<file path="config.mk">
export PLATFORM = sky130hd
export DESIGN_NAME = store_rmw_ctrl_flat
export DESIGN_NICKNAME = d
export VERILOG_FILES = /design/src/rtl/store_rmw_if.sv /design/src/rtl/store_rmw_ctrl.sv /design/src/flat_wrapper.sv
export SDC_FILE = /design/constraint.sdc
export NUM_CORES = 1
export LEC_CHECK = 0
export CAP_MARGIN = 15
export CORE_MARGIN = 2
export CORE_UTILIZATION = 43
export DETAILED_ROUTE_END_ITERATION = 6
export PLACE_DENSITY = 0.85
export SETUP_SLACK_MARGIN = 0.5
export SYNTH_ARGS = -nofsm -noshare
export SYNTH_HDL_FRONTEND = slang
export SYNTH_SLANG_ARGS = --single-unit
</file>
<file path="constraint.sdc">
create_clock -name clk -period 2.6 [get_ports clk]
set_input_delay 0.78 -clock clk [delete_from_list [all_inputs] [get_ports clk]]
set_output_delay 0.78 -clock clk [all_outputs]
set_load 0.01 [all_outputs]
</file>
<file path="src/rtl/store_rmw_if.sv">
// Bus bundle for the store read-modify-write sequencer: control request,
// data-memory port and the side channel to the store_size merge stage.
interface store_rmw_if;
    logic        start;
    logic        is_word;
    logic [31:0] addr;
    logic [31:0] b;
    logic [31:0] mem_rdata;
    logic [31:0] merged_in;
    logic [31:0] mem_addr;
    logic        mem_rd;
    logic        mem_wr;
    logic [31:0] mem_wdata;
    logic [31:0] mdr;
    logic [31:0] b_q;
    logic        busy;
    logic        done;

    modport master (
        output start, is_word, addr, b, mem_rdata, merged_in,
        input  mem_addr, mem_rd, mem_wr, mem_wdata, mdr, b_q, busy, done
    );

    modport slave (
        input  start, is_word, addr, b, mem_rdata, merged_in,
        output mem_addr, mem_rd, mem_wr, mem_wdata, mdr, b_q, busy, done
    );
endinterface

</file>
<file path="src/rtl/store_rmw_ctrl.sv">
// Read-modify-write sequencer for sub-word stores. Sub-word stores read the
// addressed word into the MDR, let store_size merge the operand into it, then
// write the merged word back. Full-word stores go straight to the write.
// All strobes are registered from the next-state decode, so nothing on the
// bus side is combinational from the inputs.
module store_rmw_ctrl #(
    parameter int unsigned MEM_LAT = 1
) (
    input  logic        clk,
    input  logic        reset,
    store_rmw_if.slave  bus
);

    typedef enum logic [2:0] {
        ST_IDLE  = 3'd0,
        ST_READ  = 3'd1,
        ST_MERGE = 3'd2,
        ST_WRITE = 3'd3,
        ST_DONE  = 3'd4
    } state_t;

    // Read wait length; cnt counts 0..LAT so READ lasts LAT+1 cycles.
    localparam logic [3:0] LAT = 4'(MEM_LAT);

    state_t      state_r, state_s;
    logic [3:0]  cnt_r, cnt_s;
    logic [31:0] addr_r, addr_s;
    logic [31:0] b_r, b_s;
    logic [31:0] mdr_r, mdr_s;
    logic [31:0] wdata_r, wdata_s;
    logic        mem_rd_r, mem_rd_s;
    logic        mem_wr_r, mem_wr_s;
    logic        busy_r, busy_s;
    logic        done_r, done_s;

    // Next-state and datapath-latch selection for the sequencer.
    always_comb begin
        state_s = state_r;
        cnt_s   = cnt_r;
        addr_s  = addr_r;
        b_s     = b_r;
        mdr_s   = mdr_r;
        wdata_s = wdata_r;
        case (state_r)
            ST_IDLE: begin
                if (bus.start) begin
                    addr_s = bus.addr;
                    b_s    = bus.b;
                    if (bus.is_word) begin
                        wdata_s = bus.b;
                        state_s = ST_WRITE;
                    end else begin
                        cnt_s   = 4'd0;
                        state_s = ST_READ;
                    end
                end else begin
                    state_s = ST_IDLE;
                end
            end
            ST_READ: begin
                if (cnt_r < LAT) begin
                    cnt_s = cnt_r + 4'd1;
                end else begin
                    mdr_s   = bus.mem_rdata;
                    state_s = ST_MERGE;
                end
            end
            ST_MERGE: begin
                wdata_s = bus.merged_in;
                state_s = ST_WRITE;
            end
            ST_WRITE: begin
                state_s = ST_DONE;
            end
            ST_DONE: begin
                state_s = ST_IDLE;
            end
            default: begin
                state_s = ST_IDLE;
            end
        endcase
    end

    // Strobe decode from the upcoming state so the strobes come out of flops.
    always_comb begin
        mem_rd_s = 1'b0;
        mem_wr_s = 1'b0;
        busy_s   = 1'b0;
        done_s   = 1'b0;
        case (state_s)
            ST_IDLE:  begin end
            ST_READ:  begin mem_rd_s = 1'b1; busy_s = 1'b1; end
            ST_MERGE: begin busy_s = 1'b1; end
            ST_WRITE: begin mem_wr_s = 1'b1; busy_s = 1'b1; end
            ST_DONE:  begin done_s = 1'b1; end
            default:  begin end
        endcase
    end

    // State, datapath latches and strobes; reset aborts any transfer.
    always_ff @(posedge clk) begin
        if (reset) begin
            state_r  <= ST_IDLE;
            cnt_r    <= 4'd0;
            addr_r   <= 32'd0;
            b_r      <= 32'd0;
            mdr_r    <= 32'd0;
            wdata_r  <= 32'd0;
            mem_rd_r <= 1'b0;
            mem_wr_r <= 1'b0;
            busy_r   <= 1'b0;
            done_r   <= 1'b0;
        end else begin
            state_r  <= state_s;
            cnt_r    <= cnt_s;
            addr_r   <= addr_s;
            b_r      <= b_s;
            mdr_r    <= mdr_s;
            wdata_r  <= wdata_s;
            mem_rd_r <= mem_rd_s;
            mem_wr_r <= mem_wr_s;
            busy_r   <= busy_s;
            done_r   <= done_s;
        end
    end

    assign bus.mem_addr  = addr_r;
    assign bus.mem_rd    = mem_rd_r;
    assign bus.mem_wr    = mem_wr_r;
    assign bus.mem_wdata = wdata_r;
    assign bus.mdr       = mdr_r;
    assign bus.b_q       = b_r;
    assign bus.busy      = busy_r;
    assign bus.done      = done_r;

endmodule

</file>
<file path="src/flat_wrapper.sv">
// flat-port wrapper written by rule: the top's interface ports become plain ports
module store_rmw_ctrl_flat 
#(
    parameter int unsigned MEM_LAT = 1
)
  (clk, reset, bus_start, bus_is_word, bus_addr, bus_b, bus_mem_rdata, bus_merged_in, bus_mem_addr, bus_mem_rd, bus_mem_wr, bus_mem_wdata, bus_mdr, bus_b_q, bus_busy, bus_done);
  store_rmw_if bus_i ();
  input  logic clk;
  input  logic reset;
  input wire logic [$bits(bus_i.start)-1:0] bus_start;
  input wire logic [$bits(bus_i.is_word)-1:0] bus_is_word;
  input wire logic [$bits(bus_i.addr)-1:0] bus_addr;
  input wire logic [$bits(bus_i.b)-1:0] bus_b;
  input wire logic [$bits(bus_i.mem_rdata)-1:0] bus_mem_rdata;
  input wire logic [$bits(bus_i.merged_in)-1:0] bus_merged_in;
  output wire logic [$bits(bus_i.mem_addr)-1:0] bus_mem_addr;
  output wire logic [$bits(bus_i.mem_rd)-1:0] bus_mem_rd;
  output wire logic [$bits(bus_i.mem_wr)-1:0] bus_mem_wr;
  output wire logic [$bits(bus_i.mem_wdata)-1:0] bus_mem_wdata;
  output wire logic [$bits(bus_i.mdr)-1:0] bus_mdr;
  output wire logic [$bits(bus_i.b_q)-1:0] bus_b_q;
  output wire logic [$bits(bus_i.busy)-1:0] bus_busy;
  output wire logic [$bits(bus_i.done)-1:0] bus_done;
  assign bus_i.start = bus_start;
  assign bus_i.is_word = bus_is_word;
  assign bus_i.addr = bus_addr;
  assign bus_i.b = bus_b;
  assign bus_i.mem_rdata = bus_mem_rdata;
  assign bus_i.merged_in = bus_merged_in;
  assign bus_mem_addr = bus_i.mem_addr;
  assign bus_mem_rd = bus_i.mem_rd;
  assign bus_mem_wr = bus_i.mem_wr;
  assign bus_mem_wdata = bus_i.mem_wdata;
  assign bus_mdr = bus_i.mdr;
  assign bus_b_q = bus_i.b_q;
  assign bus_busy = bus_i.busy;
  assign bus_done = bus_i.done;
  store_rmw_ctrl #(.MEM_LAT(MEM_LAT)) u_core (.clk(clk), .reset(reset), .bus(bus_i));
endmodule
</file>
Fig. 1: register map, names as in the netlist
Bar = 20 µm. Other sequential cells in the stronger grey, the rest of the logic in the fainter grey.
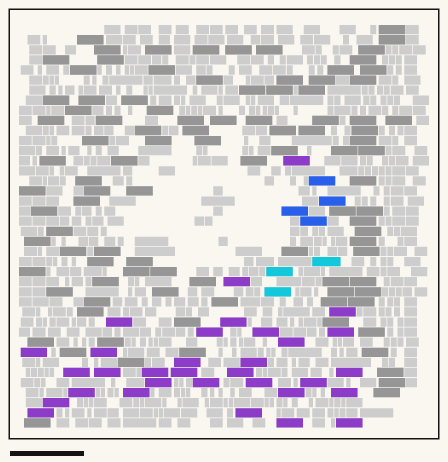
colour	signal	placed flops
cyan	u_core.state_r	3
purple	u_core.bus.mem_addr	32
blue	u_core.cnt_r	4
not coloured	100
Seq area share: 31.7%
post-layout util: 72.7%
FF+latch area: 2780 µm²

Fig. 2: local utilization
Bar = 20 µm. The die is cut into 12 by 12 equal tiles; white is low, dark blue is high, 0 to 100% covered.
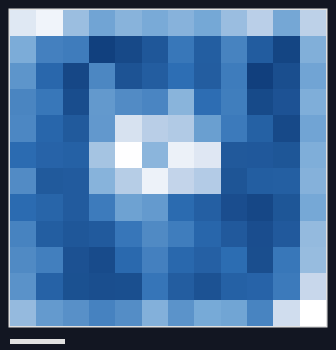
fullest tile	94%
mean over tiles	64%
tiles over 75% full	44%
emptiest ninth of the die	centre
nearly empty tiles	1.4%
fp util: 44.3%
CORE AREA: 12,100 µm²

Fig. 3: placement view
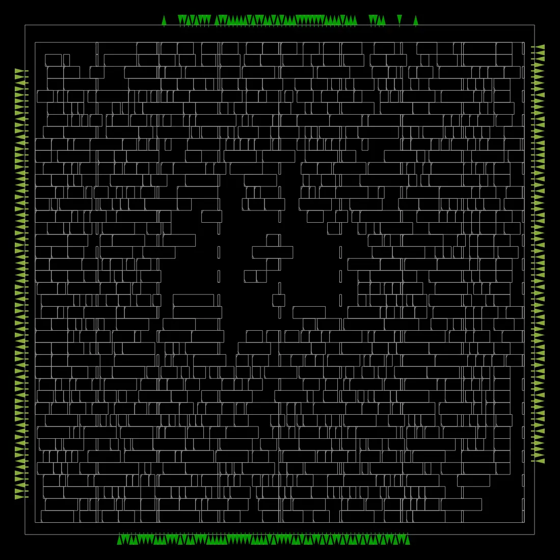
tap cells: 168
Flop Count: 139
fill cell count: 896
Row Count: 40

==> results.json <==
{
  "port_buffers": 263,
  "async_flop_share_pct": 0,
  "ys_ff": 139,
  "startpoint_type": "flop",
  "top_area_share_pct": 52.1,
  "via_per_inst": 5.28,
  "layout_top_cells": "159 x clkdlybuf4s50_1, 138 x dfxtp_1, 131 x a21oi_1, 131 x nand2_1, 62 x dlymetal6s2s_1",
  "top_logic_kind": "AND-OR/OR-AND gates",
  "mux_area_share_pct": 6.18,
  "ios": 264,
  "p_seq_share_pct": 39.3,
  "logic_area_um2": 2270,
  "swShare_pct": 26.1,
  "setup_viol": 0,
  "holdPathEnd": "u_core.bus.b_q[29]$_SDFFE_PP0P_",
  "worstPathArrival_ns": 1.29,
  "min_path_type": "reg2reg",
  "h-tree-depth": 4,
  "postRouteAntennaNets": 0,
  "cts.sinks": 139,
  "numCtsBuffers": 17,
  "pg_clk_mw": 2.45,
  "ys_cells": 621,
  "simple_gate_area_share_pct": 14.8,
  "post-place-ws_ns": 0.182,
  "placedInstanceArea_um2": 8070,
  "die_w_um": 115,
  "fp.dieH_um": 115,
  "synthTopCellsByArea": "dfxtp_1 52%, a21oi_1 12%, nand2_1 9.2%, mux2i_1 6.2%, a211oi_1 4.5%",
  "path_cells": "clkdlybuf4s50_1",
  "final_cells": 1036,
  "status": "completed",
  "post-cts-setup-buffer-count": 0,
  "finalCritPeriodShare_pct": 79.7,
  "insertion_delay_ns": 0.42,
  "p_int_mw": 4.50,
  "fin_setup_tns_ns": 0,
  "most_common_cell": "dfxtp_1",
  "inv_count": 3,
  "finalMaxSlewViolations": 0,
  "nets": 991,
  "skew_ns": 0.00741,
  "power_frac_comb_pct": 20.5,
  "grt_use_total_pct": 25.4,
  "gp_congestion": 0.811,
  "ys_seq_share_pct": 52.1,
  "wl_per_cell_um": 16.8,
  "required_ns": 1.82,
  "hold_viol": 0,
  "rsz0062_at_grt": "no",
  "synthFlopType": "dfxtp_1",
  "combinationalPower_mw": 1.25,
  "ir_drop_uv": 453,
  "use_met3_pct": 9.36,
  "cp_max_fo": 2,
  "worst_pin_slew_ns": 0.995,
  "wirelength_um": 17500,
  "met2_wirelength_um": 8760,
  "busiest_layer": "met2",
  "drt_iter0_drc": 369,
  "netlist_area_um2": 5340,
  "comb_share_pct": 25.9,
  "grt_max_degree": 76,
  "rr_endpoint": "u_core.bus.mdr[5]$_SDFFE_PP0P_",
  "syn_nets": 755,
  "synthToLayoutAreaGrowth_pct": 64.2,
  "post_cts_resize_count": 41,
  "cts_hold_buf": 0,
  "p_sw_mw": 1.59,
  "pg_seq_mw": 2.39,
  "synth.largest_area_cell": "dfxtp_1",
  "cp-startpoint": "u_core.bus.mdr[26]$_SDFFE_PP0P_",
  "finalPower_mw": 6.09,
  "vias": 5467,
  "min_path_cells": 2,
  "yosys_warnings": 0,
  "clk_share_pct": 6.86,
  "wl_met3_um": 1570,
  "tool_warnings": 27,
  "layout_top_cell": "clkdlybuf4s50_1",
  "layout-drive-gt1-share_pct": 5.99,
  "synth_area_per_cell_um2": 8.60,
  "met1_length_um": 6560,
  "cts_tree": "built",
  "top_power_group": "clock",
  "dpl.cell_count": 1006,
  "leakage_nw": 4.27,
  "buffer_area_share_pct": 33.0,
  "r2r_setup_slack_ns": 0.66,
  "edf_count": 0,
  "biggestCellCategory": "non-clock buffers",
  "fmax_mhz": 483,
  "comb_cells": 418,
  "hpwl_um": 12300,
  "worst-path-stages": 1,
  "synthCells": 621,
  "critPathBufInv": 1,
  "adder_share_pct": 0.468,
  "hold_start": "u_core.bus.b_q[29]$_SDFFE_PP0P_",
  "grt_pass1_wl_um": 26400,
  "compound_area_share_pct": 20.7,
  "grt_use_met1_pct": 27.6,
  "slew_headroom_pct": 33.6,
  "path_class": "reg2out",
  "clkbuf_count": 23,
  "end_kind": "output pin",
  "drt-pass1-iter-count": 5,
  "common_cells": "139 x dfxtp_1, 131 x a21oi_1, 131 x nand2_1",
  "cap_violations": 0,
  "slowest_delay_ns": 0.55,
  "path_clk_slew_ns": 0.05,
  "cts_root_buf": "clkbuf_16",
  "critical_path.top_delay_family": "buffers and inverters",
  "buffers": 278,
  "crit_path_top_delay_cell": "clkdlybuf4s50_1",
  "antenna_found_initial": 0,
  "crit_end": "bus_mdr[26]",
  "ys_area_um2": 5340,
  "worst_r2r_path_depth": 3,
  "grtUsageMet2_pct": 43.7,
  "highest_layer": "met4",
  "pwr-share-clk_pct": 40.3,
  "setup_slack_ns": 0.528,
  "synth_cell_type_count": 31,
  "powerDensity_nw_per_um2": 695,
  "clock_path_buffers": 2,
  "holdWs_ns": 0.453,
  "period_needed_ns": 2.07,
  "stdcell_area_um2": 8770,
  "gr-total-overflow": 0
}
No activity file was given, so power comes from the tool's default toggle rates.
